$ cat config.mk
export PLATFORM = sky130hd
export DESIGN_NAME = spram_line_reader
export DESIGN_NICKNAME = d
export VERILOG_FILES = /design/src/rtl/spram_line_reader.sv
export SDC_FILE = /design/constraint.sdc
export NUM_CORES = 1
export LEC_CHECK = 0
export ABC_AREA = 0
export CORE_MARGIN = 2
export CORE_UTILIZATION = 57
export CTS_CLUSTER_DIAMETER = 120
export DETAILED_ROUTE_END_ITERATION = 6
export DONT_BUFFER_PORTS = 1
export PLACE_DENSITY = 0.75
export SKIP_CTS_REPAIR_TIMING = 1
export SYNTH_ARGS = -nofsm -noshare
export SYNTH_HDL_FRONTEND = slang
export SYNTH_SLANG_ARGS = --single-unit
$ cat constraint.sdc
create_clock -name clk -period 2.41 [get_ports clk]
set_clock_uncertainty 0.05 [all_clocks]
set_input_delay 0.482 -clock clk [delete_from_list [all_inputs] [get_ports clk]]
set_output_delay 0.482 -clock clk [all_outputs]
set_load 0.1 [all_outputs]
$ cat src/rtl/spram_line_reader.sv
// spram_line_reader
//   Read-side front end for the rgb_panel SPRAM framebuffer. Each accepted
//   line request streams N_COLS = 2**LOG_COLS pixels of one row to the panel
//   shifter. A 2-entry buffer absorbs the SPRAM read latency and downstream
//   backpressure. The host write port owns the SPRAM on every cycle the
//   reader does not issue a read.
//   Optional feature: define SPRAM_LINE_READER_DOUBLE_BUFFER_EN to split the
//   SPRAM into two banks on address bit 13 (front bank read, back bank written)
//   with a swap applied at the start of row 0.
//
// Handshakes:
//   px_*  : a pixel transfers on a rising edge where px_valid && px_ready.
//           While px_valid=1 and px_ready=0, px_data/px_valid/px_last hold.
//   wr_*  : a host write transfers on a rising edge where wr_valid && wr_ready.
//           wr_ready is combinational and is low only on read-issue cycles.
module spram_line_reader #(
    parameter int LOG_COLS = 6,
    parameter int LOG_ROWS = 5
) (
    input  logic                clk,
    input  logic                rst_n,
    input  logic                line_start,
    input  logic [LOG_ROWS-1:0] line_row,
    output logic                line_busy,
    output logic                line_done,
    output logic [15:0]         px_data,
    output logic                px_valid,
    input  logic                px_ready,
    output logic                px_last,
    input  logic                wr_valid,
    input  logic [13:0]         wr_addr,
    input  logic [15:0]         wr_data,
    input  logic [3:0]          wr_mask,
    output logic                wr_ready,
    output logic [13:0]         ram_addr,
    output logic [15:0]         ram_din,
    output logic [3:0]          ram_mask,
    output logic                ram_wren,
    output logic                ram_cs,
    input  logic [15:0]         ram_dout,
`ifdef SPRAM_LINE_READER_DOUBLE_BUFFER_EN
    input  logic                fb_swap,
    output logic                fb_front,
`endif
    output logic [1:0]          dbg_state
);

    localparam int PAD = 14 - LOG_ROWS - LOG_COLS;
    localparam logic [LOG_COLS-1:0] COL_MAX = '1;

    typedef enum logic [1:0] {
        S_IDLE  = 2'd0,
        S_RUN   = 2'd1,
        S_DRAIN = 2'd2
    } state_t;

    state_t              state;
    logic [LOG_ROWS-1:0] row_q;
    logic [LOG_COLS-1:0] col_q;
    logic                busy_q;
    logic                done_q;
    logic                inflight;
    logic                inflight_last;

    // Two-entry pixel buffer; entry 0 is the head presented downstream.
    logic                v0, v1, l0, l1;
    logic [15:0]         d0, d1;
    logic                n_v0, n_v1, n_l0, n_l1;
    logic [15:0]         n_d0, n_d1;

    logic                pop;
    logic                issue;
    logic                last_hs;
    logic [1:0]          occ_sum;
    logic [13:0]         rd_addr;
    logic [13:0]         wr_addr_eff;
    logic                front_q;

    // Read-issue decision: buffered words plus the word in flight never exceed 2.
    always_comb begin
        pop     = v0 & px_ready;
        last_hs = pop & l0;
        occ_sum = {1'b0, v0} + {1'b0, v1} + {1'b0, inflight};
        issue   = (state == S_RUN) && ((occ_sum < 2'd2) || ((occ_sum == 2'd2) && pop));
    end

    // Address formation for the read side and bank steering of host writes.
    always_comb begin
        rd_addr     = {{PAD{1'b0}}, row_q, col_q};
        wr_addr_eff = wr_addr;
`ifdef SPRAM_LINE_READER_DOUBLE_BUFFER_EN
        rd_addr[13]     = front_q;
        wr_addr_eff[13] = ~front_q;
`endif
    end

    // SPRAM port sharing: a read issue takes the port, otherwise the host writes.
    always_comb begin
        wr_ready = ~issue;
        ram_addr = issue ? rd_addr : wr_addr_eff;
        ram_din  = wr_data;
        ram_mask = wr_mask;
        ram_wren = ~issue & wr_valid;
        ram_cs   = 1'b1;
    end

    // Line sequencing: request latch, column issue counter, completion pulse.
    always_ff @(posedge clk or negedge rst_n) begin
        if (!rst_n) begin
            state         <= S_IDLE;
            row_q         <= '0;
            col_q         <= '0;
            busy_q        <= 1'b0;
            done_q        <= 1'b0;
            inflight      <= 1'b0;
            inflight_last <= 1'b0;
        end else begin
            done_q        <= 1'b0;
            inflight      <= issue;
            inflight_last <= issue && (col_q == COL_MAX);
            case (state)
                S_IDLE: begin
                    if (line_start) begin
                        state  <= S_RUN;
                        row_q  <= line_row;
                        col_q  <= '0;
                        busy_q <= 1'b1;
                    end
                end
                S_RUN: begin
                    if (issue) begin
                        col_q <= col_q + 1'b1;
                        if (col_q == COL_MAX) state <= S_DRAIN;
                    end
                end
                S_DRAIN: begin
                    if (last_hs) begin
                        state  <= S_IDLE;
                        busy_q <= 1'b0;
                        done_q <= 1'b1;
                    end
                end
                default: state <= S_IDLE;
            endcase
        end
    end

    // Next buffer contents: pop shifts entry 1 forward, a returning read fills the first free slot.
    always_comb begin
        n_v0 = v0;
        n_v1 = v1;
        n_d0 = d0;
        n_d1 = d1;
        n_l0 = l0;
        n_l1 = l1;
        if (pop) begin
            n_v0 = v1;
            n_d0 = d1;
            n_l0 = l1;
            n_v1 = 1'b0;
            n_l1 = 1'b0;
        end
        if (inflight) begin
            if (!n_v0) begin
                n_v0 = 1'b1;
                n_d0 = ram_dout;
                n_l0 = inflight_last;
            end else begin
                n_v1 = 1'b1;
                n_d1 = ram_dout;
                n_l1 = inflight_last;
            end
        end
    end

    // Buffer registers; SPRAM data is only taken on the edge after a read issue.
    always_ff @(posedge clk or negedge rst_n) begin
        if (!rst_n) begin
            v0 <= 1'b0;
            v1 <= 1'b0;
            l0 <= 1'b0;
            l1 <= 1'b0;
            d0 <= '0;
            d1 <= '0;
        end else begin
            v0 <= n_v0;
            v1 <= n_v1;
            l0 <= n_l0;
            l1 <= n_l1;
            d0 <= n_d0;
            d1 <= n_d1;
        end
    end

`ifdef SPRAM_LINE_READER_DOUBLE_BUFFER_EN
    logic swap_pend;
    logic swap_apply;

    assign swap_apply = (state == S_IDLE) && line_start && (line_row == '0) && swap_pend;

    // Bank swap: requests collapse into one pending flag, applied at the start of row 0.
    always_ff @(posedge clk or negedge rst_n) begin
        if (!rst_n) begin
            swap_pend <= 1'b0;
            front_q   <= 1'b0;
        end else begin
            swap_pend <= (swap_pend & ~swap_apply) | fb_swap;
            front_q   <= front_q ^ swap_apply;
        end
    end

    assign fb_front = front_q;
`else
    assign front_q = 1'b0;
`endif

    assign line_busy = busy_q;
    assign line_done = done_q;
    assign px_valid  = v0;
    assign px_data   = d0;
    assign px_last   = l0;
    assign dbg_state = state;

endmodule
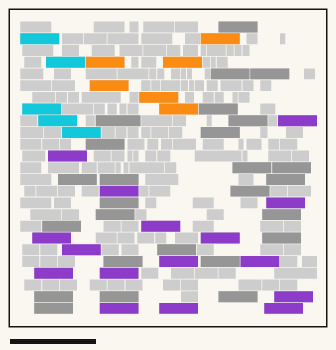
**Above:** sequential cells colored by netlist name.
The bar under the picture is 20 um long. Other sequential cells in the stronger gray, the rest of the logic in the fainter gray.
legend:
  `row_q`:
    color: cyan
    sequential_cells: 5
  `px_data`:
    color: purple
    sequential_cells: 16
  `col_q`:
    color: orange
    sequential_cells: 6
    where: top center
not colored: 26

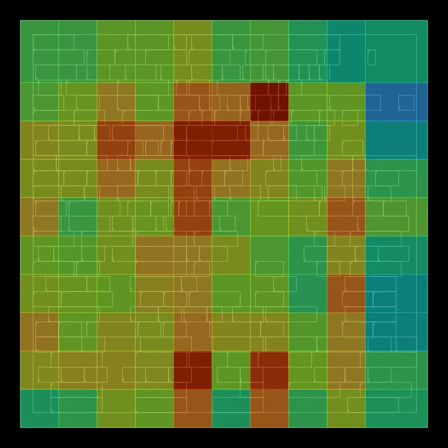
**Above:** track usage over the die.
fin util: 70.91%
gr usage total: 21.16%
met3 global-route usage: 9.465%
GRT met2 Usage: 34.23%

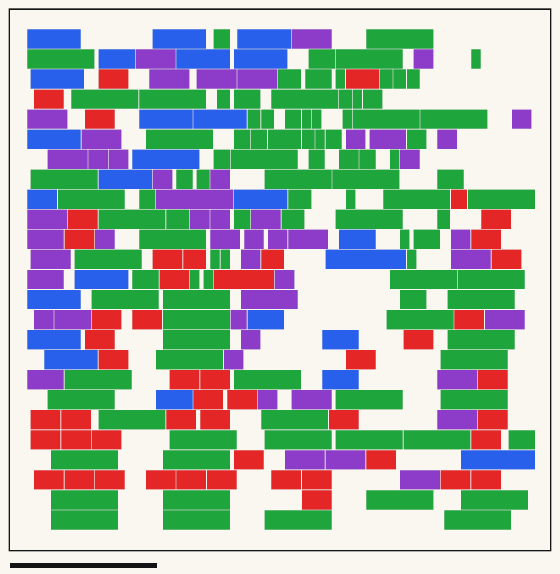
**Above:** sizing map.
The bar under the picture is 20 um long.
legend:
  x2:
    color: red
    cells: 50
    share: 22%
  x6 and larger:
    color: blue
    cells: 25
    share: 11%
  x1 and smaller:
    color: green
    cells: 104
    share: 45%
  x3 and x4:
    color: purple
    cells: 50
    share: 22%
synthesis-to-layout area growth: 21.53%
Non-CTS buffers: 38
final instance area: 3327 um^2
setup ws final: -0.4507 ns

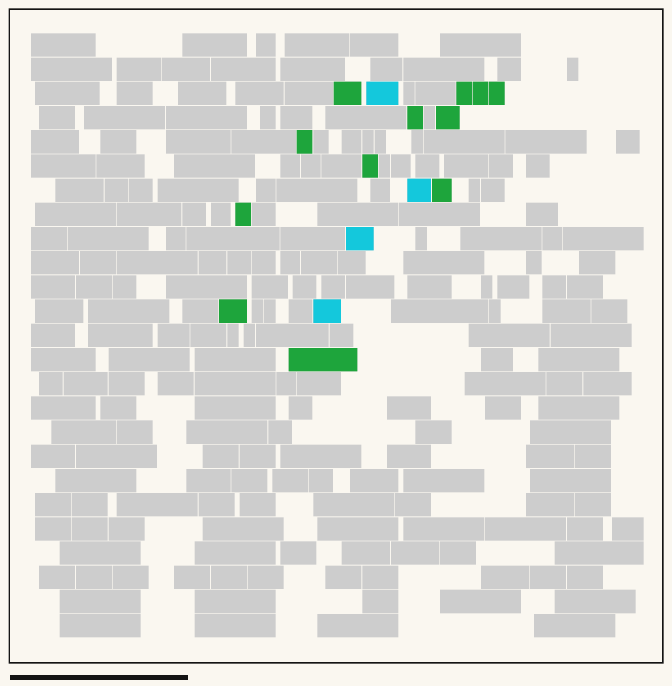
**Above:** selected gate families.
The bar under the picture is 20 um long.
legend:
  non-inverting ao/oa cells:
    color: cyan
    cells: 4
  aoi and oai cells:
    color: green
    cells: 12

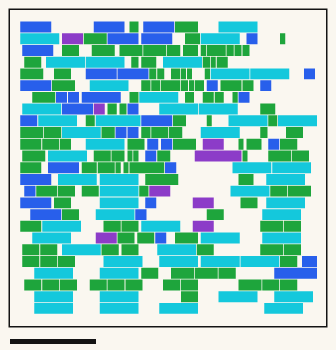
**Above:** cell classes on the final placement.
The bar under the picture is 20 um long.
legend:
  sequential cells:
    color: cyan
    cells: 53
    share_of_their_area: 41%
  clock drivers and dummy loads:
    color: purple
    cells: 8
    share_of_their_area: 3.7%
  remaining buffers and delay cells:
    color: blue
    cells: 38
    share_of_their_area: 16%
  remaining logic cells:
    color: green
    cells: 130
    share_of_their_area: 40%
core area: 4692 um^2
Rows: 25
sequential share of cell area: 39.98%

==> flow_metrics.tcl <==
# metrics dict for downstream scripts
set metrics [dict create \
    cts_tree "yes" \
    numPortBuffers 0 \
    clk_pin_slew_ns 0.09 \
    tightest_slew_ns 0.9177 \
    hpwl_mm 3.916 \
    antenna_cells 0 \
    drt-pass1-iter-count 4 \
    met1_usage_pct 24.09 \
    worstHoldStart "ram_dout[13]" \
    violations "setup timing" \
    htree_levels 2 \
    cpPeakStageDelay_ns 0.59 \
    yosysUniqueCellTypes 41 \
    numCtsBuffers 5 \
    grt_pass1_wl_mm 8.652 \
    yosys.area.top_type "dfrtp_1" \
    die_area_um2 5373 \
    logic_family "multiplexers" \
    fin_ws_ns -0.4507 \
    drtIter0Drc 93 \
    ff_type "dfrtp_1" \
    rsz0062_at_grt "yes" \
    synth.area.top_cells "dfrtp_1, mux2_2, buf_4" \
    grt_max_degree 54 \
    crit_required_ns 1.88 \
    drc_errors 0 \
    status "finished, violations left" \
    cp-end-kind "primary output" \
    simple_gate_area_share_pct 7.541 \
    final_cell_mix "dfrtp_1, mux2_2, mux2_4, buf_4, buf_12" \
    num_vias 1711 \
    fin_hold_ws_ns 0.2623 \
    grt-ovfl-total 0 \
    r2r_setup_slack_ns 0.41 \
    hold_viol_final 0 \
    setup_viol 16 \
    placed_cell_area_um2 3065 \
    root_buffer "clkbuf_8" \
    mux_area_share_pct 29.62 \
    aoi_share_pct 3.931 \
]
==> cell usage after synthesis, types with 2 or more instances <==
cell type  instances
o21ai_0            4
mux2_4             8
nor2b_1            6
inv_1              5
nand3_1            3
buf_6              2
nand2_1            8
a21oi_1            3
nand2b_1           3
buf_4             21
nor2_1             2
mux2_2            56
buf_2              3
mux2i_1            6
dfrtp_1           53
nand4_1            3
==> stage by stage <==
stage | util (%) | instances
after floorplan | - | 211
after global placement | 65.33 | 268
after detailed placement | 65.33 | 268
after CTS | 67.89 | 276
after global routing | 70.91 | 283
final | 70.91 | 283
==> flip-flops by register name, indices dropped and copies added (netlist names) <==
| signal | cells |
|---|---|
| col_q | 6 |
| d1 | 16 |
| dbg_state | 2 |
| inflight | 1 |
| inflight_last | 1 |
| l1 | 1 |
| line_busy | 1 |
| line_done | 1 |
| px_data | 16 |
| px_last | 1 |
| px_valid | 1 |
| row_q | 5 |
| v1 | 1 |
==> worst max-delay path: cells and delay by family (launching register included) <==
kind,cells,cell delay [ns]
adder cells (fa/ha/maj),1,0.59
buffers and inverters,3,0.40
AND-OR/OR-AND,1,0.11
AND/OR/NAND/NOR,1,0.17
flip-flops,1,0.44
multiplexers,1,0.31
==> area by class of cell <==
cell class	count	area [um^2]	area share [%]
clock inverter	2	37.54	1.128
sequential	53	1330	39.98
clock buffer	6	82.58	2.482
multi-input combinational	124	1264	37.98
timing repair buffer	38	516.7	15.53
tap	54	67.56	2.031
inverter	6	28.78	0.8650
==> how the worst max path moves through the flow <==
stage                   endpoint  slack, ns  cells after the start
finish               ram_addr[5]      -0.45                      7
global route         ram_addr[5]      -0.52                      7
CTS                  ram_addr[2]      -0.44                      7
detailed placement   ram_addr[2]      -0.09                      7
global placement     ram_addr[7]      -0.04                      7
floorplan           ram_addr[10]      -0.37                      6
